### src/rtl/spi_mem_writer_if.sv
// spi_mem_writer_if: serial input side and memory write side of the SPI memory loader
interface spi_mem_writer_if #(
  parameter int addrWidth = 16,
  parameter int dataWidth = 8
);
  logic                 sclkPosEdge;
  logic                 csN;
  logic                 mosi;
  logic [addrWidth-1:0] memAddr;
  logic [dataWidth-1:0] memData;
  logic                 memWrEn;
  logic [addrWidth-1:0] byteCount;
  logic                 wrapped;
  modport master (
    output sclkPosEdge, csN, mosi,
    input  memAddr, memData, memWrEn, byteCount, wrapped
  );
  modport slave (
    input  sclkPosEdge, csN, mosi,
    output memAddr, memData, memWrEn, byteCount, wrapped
  );
endinterface

### src/rtl/spi_mem_writer.sv
// spi_mem_writer: deserialises MOSI words MSB first and writes each to an auto-incrementing, wrapping address
module spi_mem_writer #(
  parameter int addrWidth = 16,
  parameter int depth     = 2**addrWidth,
  parameter int dataWidth = 8
) (
  input logic             clk,
  input logic             rst_n,
  spi_mem_writer_if.slave bus
);
  localparam int CntWidth = (dataWidth > 1) ? $clog2(dataWidth) : 1;
  localparam logic [CntWidth-1:0]  LastBit  = CntWidth'(dataWidth - 1);
  localparam logic [addrWidth-1:0] LastAddr = addrWidth'(depth - 1);
  typedef enum logic [1:0] {IDLE, SHIFT, WRITE} state_t;
  state_t               state_q;
  logic [dataWidth-1:0] shift_q, mem_data_q, shifted;
  logic [CntWidth-1:0]  bit_cnt_q;
  logic [addrWidth-1:0] mem_addr_q, byte_count_q;
  logic                 mem_wr_en_q, wrapped_q, strobe, at_last;
  assign strobe  = bus.sclkPosEdge && !bus.csN;
  assign shifted = {shift_q[dataWidth-2:0], bus.mosi};
  assign at_last = mem_addr_q == LastAddr;
  assign bus.memAddr   = mem_addr_q;
  assign bus.memData   = mem_data_q;
  assign bus.memWrEn   = mem_wr_en_q;
  assign bus.byteCount = byte_count_q;
  assign bus.wrapped   = wrapped_q;
  // frame FSM: shift bits in SHIFT, emit one write strobe per word in WRITE while still catching the next bit
  always_ff @(posedge clk) begin
    if (!rst_n) begin
      state_q      <= IDLE;
      shift_q      <= '0;
      bit_cnt_q    <= '0;
      mem_data_q   <= '0;
      mem_addr_q   <= '0;
      mem_wr_en_q  <= 1'b0;
      byte_count_q <= '0;
      wrapped_q    <= 1'b0;
    end else begin
      case (state_q)
        IDLE: begin
          mem_wr_en_q <= 1'b0;
          bit_cnt_q   <= '0;
          shift_q     <= '0;
          if (!bus.csN) state_q <= SHIFT;
        end
        SHIFT: begin
          if (bus.csN) begin
            state_q   <= IDLE;
            bit_cnt_q <= '0;
            shift_q   <= '0;
          end else if (bus.sclkPosEdge) begin
            shift_q <= shifted;
            if (bit_cnt_q == LastBit) begin
              mem_data_q  <= shifted;
              mem_wr_en_q <= 1'b1;
              bit_cnt_q   <= '0;
              state_q     <= WRITE;
            end else begin
              bit_cnt_q <= bit_cnt_q + CntWidth'(1);
            end
          end
        end
        WRITE: begin
          mem_wr_en_q  <= 1'b0;
          mem_addr_q   <= at_last ? '0 : mem_addr_q + addrWidth'(1);
          wrapped_q    <= wrapped_q | at_last;
          byte_count_q <= byte_count_q + addrWidth'(1);
          state_q      <= bus.csN ? IDLE : SHIFT;
          if (strobe) begin
            shift_q   <= shifted;
            bit_cnt_q <= CntWidth'(1);
          end
        end
        default: state_q <= IDLE;
      endcase
    end
  end
endmodule

### src/flat_wrapper.sv
// flat-port wrapper written by rule: the top's interface ports become plain ports
module spi_mem_writer_flat 
#(
  parameter int addrWidth = 16,
  parameter int depth     = 2**addrWidth,
  parameter int dataWidth = 8
)
  (clk, rst_n, bus_sclkPosEdge, bus_csN, bus_mosi, bus_memAddr, bus_memData, bus_memWrEn, bus_byteCount, bus_wrapped);
  spi_mem_writer_if #(.addrWidth(addrWidth), .dataWidth(dataWidth)) bus_i ();
  input logic clk;
  input logic rst_n;
  input wire logic [$bits(bus_i.sclkPosEdge)-1:0] bus_sclkPosEdge;
  input wire logic [$bits(bus_i.csN)-1:0] bus_csN;
  input wire logic [$bits(bus_i.mosi)-1:0] bus_mosi;
  output wire logic [$bits(bus_i.memAddr)-1:0] bus_memAddr;
  output wire logic [$bits(bus_i.memData)-1:0] bus_memData;
  output wire logic [$bits(bus_i.memWrEn)-1:0] bus_memWrEn;
  output wire logic [$bits(bus_i.byteCount)-1:0] bus_byteCount;
  output wire logic [$bits(bus_i.wrapped)-1:0] bus_wrapped;
  assign bus_i.sclkPosEdge = bus_sclkPosEdge;
  assign bus_i.csN = bus_csN;
  assign bus_i.mosi = bus_mosi;
  assign bus_memAddr = bus_i.memAddr;
  assign bus_memData = bus_i.memData;
  assign bus_memWrEn = bus_i.memWrEn;
  assign bus_byteCount = bus_i.byteCount;
  assign bus_wrapped = bus_i.wrapped;
  spi_mem_writer #(.addrWidth(addrWidth), .depth(depth), .dataWidth(dataWidth)) u_core (.clk(clk), .rst_n(rst_n), .bus(bus_i));
endmodule
### config.mk
export PLATFORM = sky130hd
export DESIGN_NAME = spi_mem_writer_flat
export DESIGN_NICKNAME = d
export VERILOG_FILES = /design/src/rtl/spi_mem_writer_if.sv /design/src/rtl/spi_mem_writer.sv /design/src/flat_wrapper.sv
export SDC_FILE = /design/constraint.sdc
export NUM_CORES = 1
export LEC_CHECK = 0
export ABC_AREA = 0
export CORE_ASPECT_RATIO = 1.4
export CORE_UTILIZATION = 50
export CTS_BUF_LIST = sky130_fd_sc_hd__clkbuf_4 sky130_fd_sc_hd__clkbuf_8
export DETAILED_ROUTE_END_ITERATION = 6
export GPL_TIMING_DRIVEN = 0
export HOLD_SLACK_MARGIN = 0.12
export PLACE_DENSITY = 0.86
export SLEW_MARGIN = 10
export SYNTH_ARGS = -nofsm -noshare
export SYNTH_HDL_FRONTEND = slang
export SYNTH_SLANG_ARGS = --single-unit
### constraint.sdc
create_clock -name clk -period 2.7 [get_ports clk]
set_clock_uncertainty 0.05 [all_clocks]
set_input_delay 0.405 -clock clk [delete_from_list [all_inputs] [get_ports clk]]
set_output_delay 0.405 -clock clk [all_outputs]
set_load 0.05 [all_outputs]
### The metal 1 layer

The bar under the picture is 20 µm long.
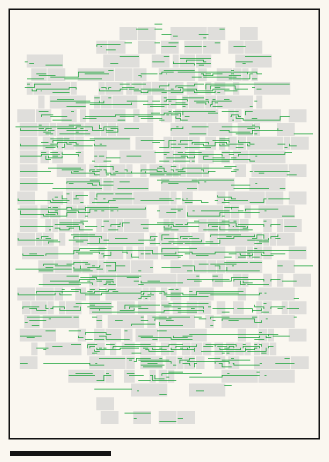
share of all routed wire: 43%
wire length on this layer: 2230 µm
nets with wire on the layer: 303
GR met1 Demand/Resource: 26.29%
via count: 2187

### The metal 2 layer

The bar under the picture is 20 µm long.
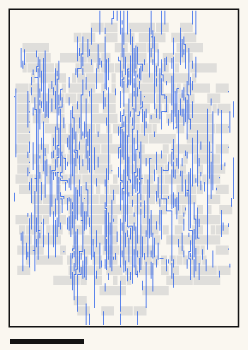
nets with wire on the layer: 303
wire length on this layer: 2620 µm
share of all routed wire: 50%
longest straight run: 51.3 µm
main direction: vertical
global routing usage on met2: 36.56%
total routed wirelength: 5.195 mm

### The metal 3 layer

The bar under the picture is 20 µm long.
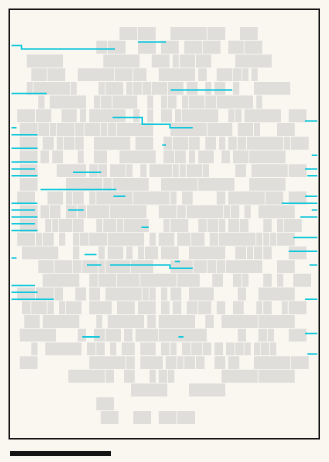
longest straight run: 18.4 µm
nets with wire on the layer: 39
share of all routed wire: 4.2%
wire length on this layer: 217 µm
Global Route met3 Usage: 4.878%

### Track usage over the die

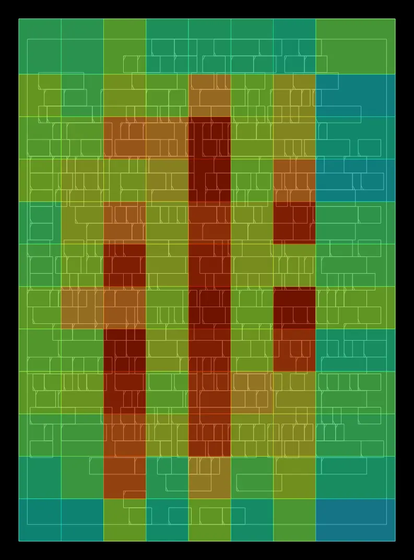
gr usage total: 22.26%
wire length per cell: 12.96 µm
GRT busiest layer: met2

==> PnR_summary.wiki <==
== Implementation results ==
{| class="wikitable"
! Metric !! Value
|-
| Via count of the first global-routing pass || approximately 2100
|-
| Pwr top || sequential cells
|-
| R2R Setup Slk || about 0.53 ns
|-
| Number of well-tap cells placed || 62
|-
| Headroom to the max-slew limit || 66.20%
|-
| First-pass detailed-route iteration total || 4
|-
| RSZ-0062 raised after global routing || false
|-
| Chip Footprint || a little over 5000 µm²
|-
| Number of cells traversed by the worst register-to-register path || 8
|-
| Antenna violations before repair || 0
|-
| Top area cells in the synthesized netlist || dfxtp_1 (44%), a21oi_1 (4.9%), nand2_1 (4.9%), xnor2_1 (4.6%), nor2_1 (4.4%)
|-
| Non-clk invs || 10
|-
| Clock buffers and inverters, area share || under 10%
|-
| Synthesized netlist cell count || roughly 290
|-
| Arrival time of data at the critical path endpoint || about 2.3 ns
|-
| Combinational gates || 209
|-
| Core area || 4608 µm²
|-
| Top-area cell share || between 40% and 50%
|-
| Post_cts resized || 0
|-
| Highest-count logic cell in the final layout || dfxtp_1
|-
| Most frequent cell after synthesis || dfxtp_1
|-
| Cycle use final || about four fifths
|-
| Worst setup path startpoint || u_core.state_q[1]
|-
| Layout Utilization || between 60% and 70%
|-
| Post-synthesis share of cell area spent on xor and xnor gates || ~7.8%
|-
| Switching Power || 0.3104 mW
|-
| Power consumed by sequential cells || 0.799 mW
|-
| Critical path, cell by cell || inv_1, ha_1, nor2b_1, clkbuf_1, a221oi_4, buf_2, mux2i_1, nor2_1
|-
| Outcome || completed
|-
| Pre-Place Util || a little over half
|-
| Number of buffers and inverters on the critical path || 3
|-
| Largest cell class || logic gates
|-
| Bufs on Longest Clock Path || 2
|-
| CTS Buf Count || 5
|-
| Logic power comb || 0.0736 mW
|-
| Number of cells in the finished layout apart from fillers || 401
|-
| Portion of the post-synthesis area used by sequential elements || between 40 and 50%
|-
| Final Worst Setup Slack || between 0.5 and 0.6 ns
|-
| Area used by sequential logic in the layout || approximately 1100 µm²
|-
| Avg Synthesized Cell Area || approximately 8.6 µm²
|-
| Chip width || between 60 and 70 µm
|-
| Slew at the pin with the worst max-slew slack || around 0.51 ns
|-
| Synth logic family || simple AND/OR/NAND/NOR gates
|-
| Power, Total || 1.319 mW
|-
| Synthesized area || 2455 µm²
|-
| Wire length of the first global-routing pass || approximately 9.0 mm
|-
| Number of different library cells in the post-synthesis netlist || 38
|-
| Critical path's largest stage delay || approximately 0.41 ns
|-
| Switching Fraction || around a quarter
|-
| Placed Cells incl. Taps || approximately 400
|-
| Hold Startpoint || u_core.bus.memData[4]
|-
| Clock input transition at the sequential cells of the worst setup and hold paths || 0.10 ns
|-
| Root Driver || clkbuf_8
|-
| Adder share || 4.077%
|-
| Total leakage power || around 1.0 nW
|-
| Fraction of final layout cells sized beyond drive strength 1 || 5.310%
|-
| Buffer count excluding the clock tree in the final layout || around 58
|-
| Tally of filler cells in the layout || between 300 and 400
|-
| Average via count per standard cell || 5.454
|-
| Number of cells in Yosys stat || 285
|-
| Yosys warns || 0
|-
| Sequential portion of the cell area || a little over a third
|-
| Top cells by instance count after synthesis || dfxtp_1 (54), nand2_1 (32), nor2_1 (29)
|-
| Power Clock || about 0.45 mW
|-
| Post-synthesis share of cell area spent on and-or and or-and gates || between 9 and 10%
|-
| Data required, critical path || roughly 2.8 ns
|-
| Fraction of power consumed by the clock network || between 30% and 40%
|-
| Classification of the worst-slack hold path || reg -> reg
|-
| Most common logic cells in the final layout || dfxtp_1 (54), clkdlybuf4s50_1 (46), nand2_1 (32)
|-
| Placement Setup Slack || just under 0.3 ns
|-
| Area Growth Syn to Fin || 25.59%
|-
| CTS H-Tree Depth || 2
|-
| Most used DFF post-synth || dfxtp_1
|-
| Non-clock buffer share || between 10% and 20%
|-
| Worst Setup Start Kind || flop
|-
| Final instance area || roughly 3100 µm²
|}
-- routing by layer --
metal,GRT usage (%),share of wire [%],up-vias
li1,-,-,1089
met1,26.29,43,1034
met2,36.56,50,51
met3,4.878,4.2,13
met4,11.36,2.5,0
met5,0,0,-
-- worst max path at each step --
stage | to | slack, ns | cells past startpoint
5_1_grt | u_core.bit_cnt_q[1] | 0.34 | 8
3_5_place_dp | u_core.bit_cnt_q[1] | 0.30 | 7
6_report | u_core.bit_cnt_q[1] | 0.53 | 8
4_1_cts | u_core.bit_cnt_q[1] | 0.53 | 8
2_1_floorplan | u_core.bus.memAddr[11] | 0.49 | 6
3_3_place_gp | u_core.bit_cnt_q[1] | 0.36 | 7
Power is estimated from default activity; no workload was simulated.
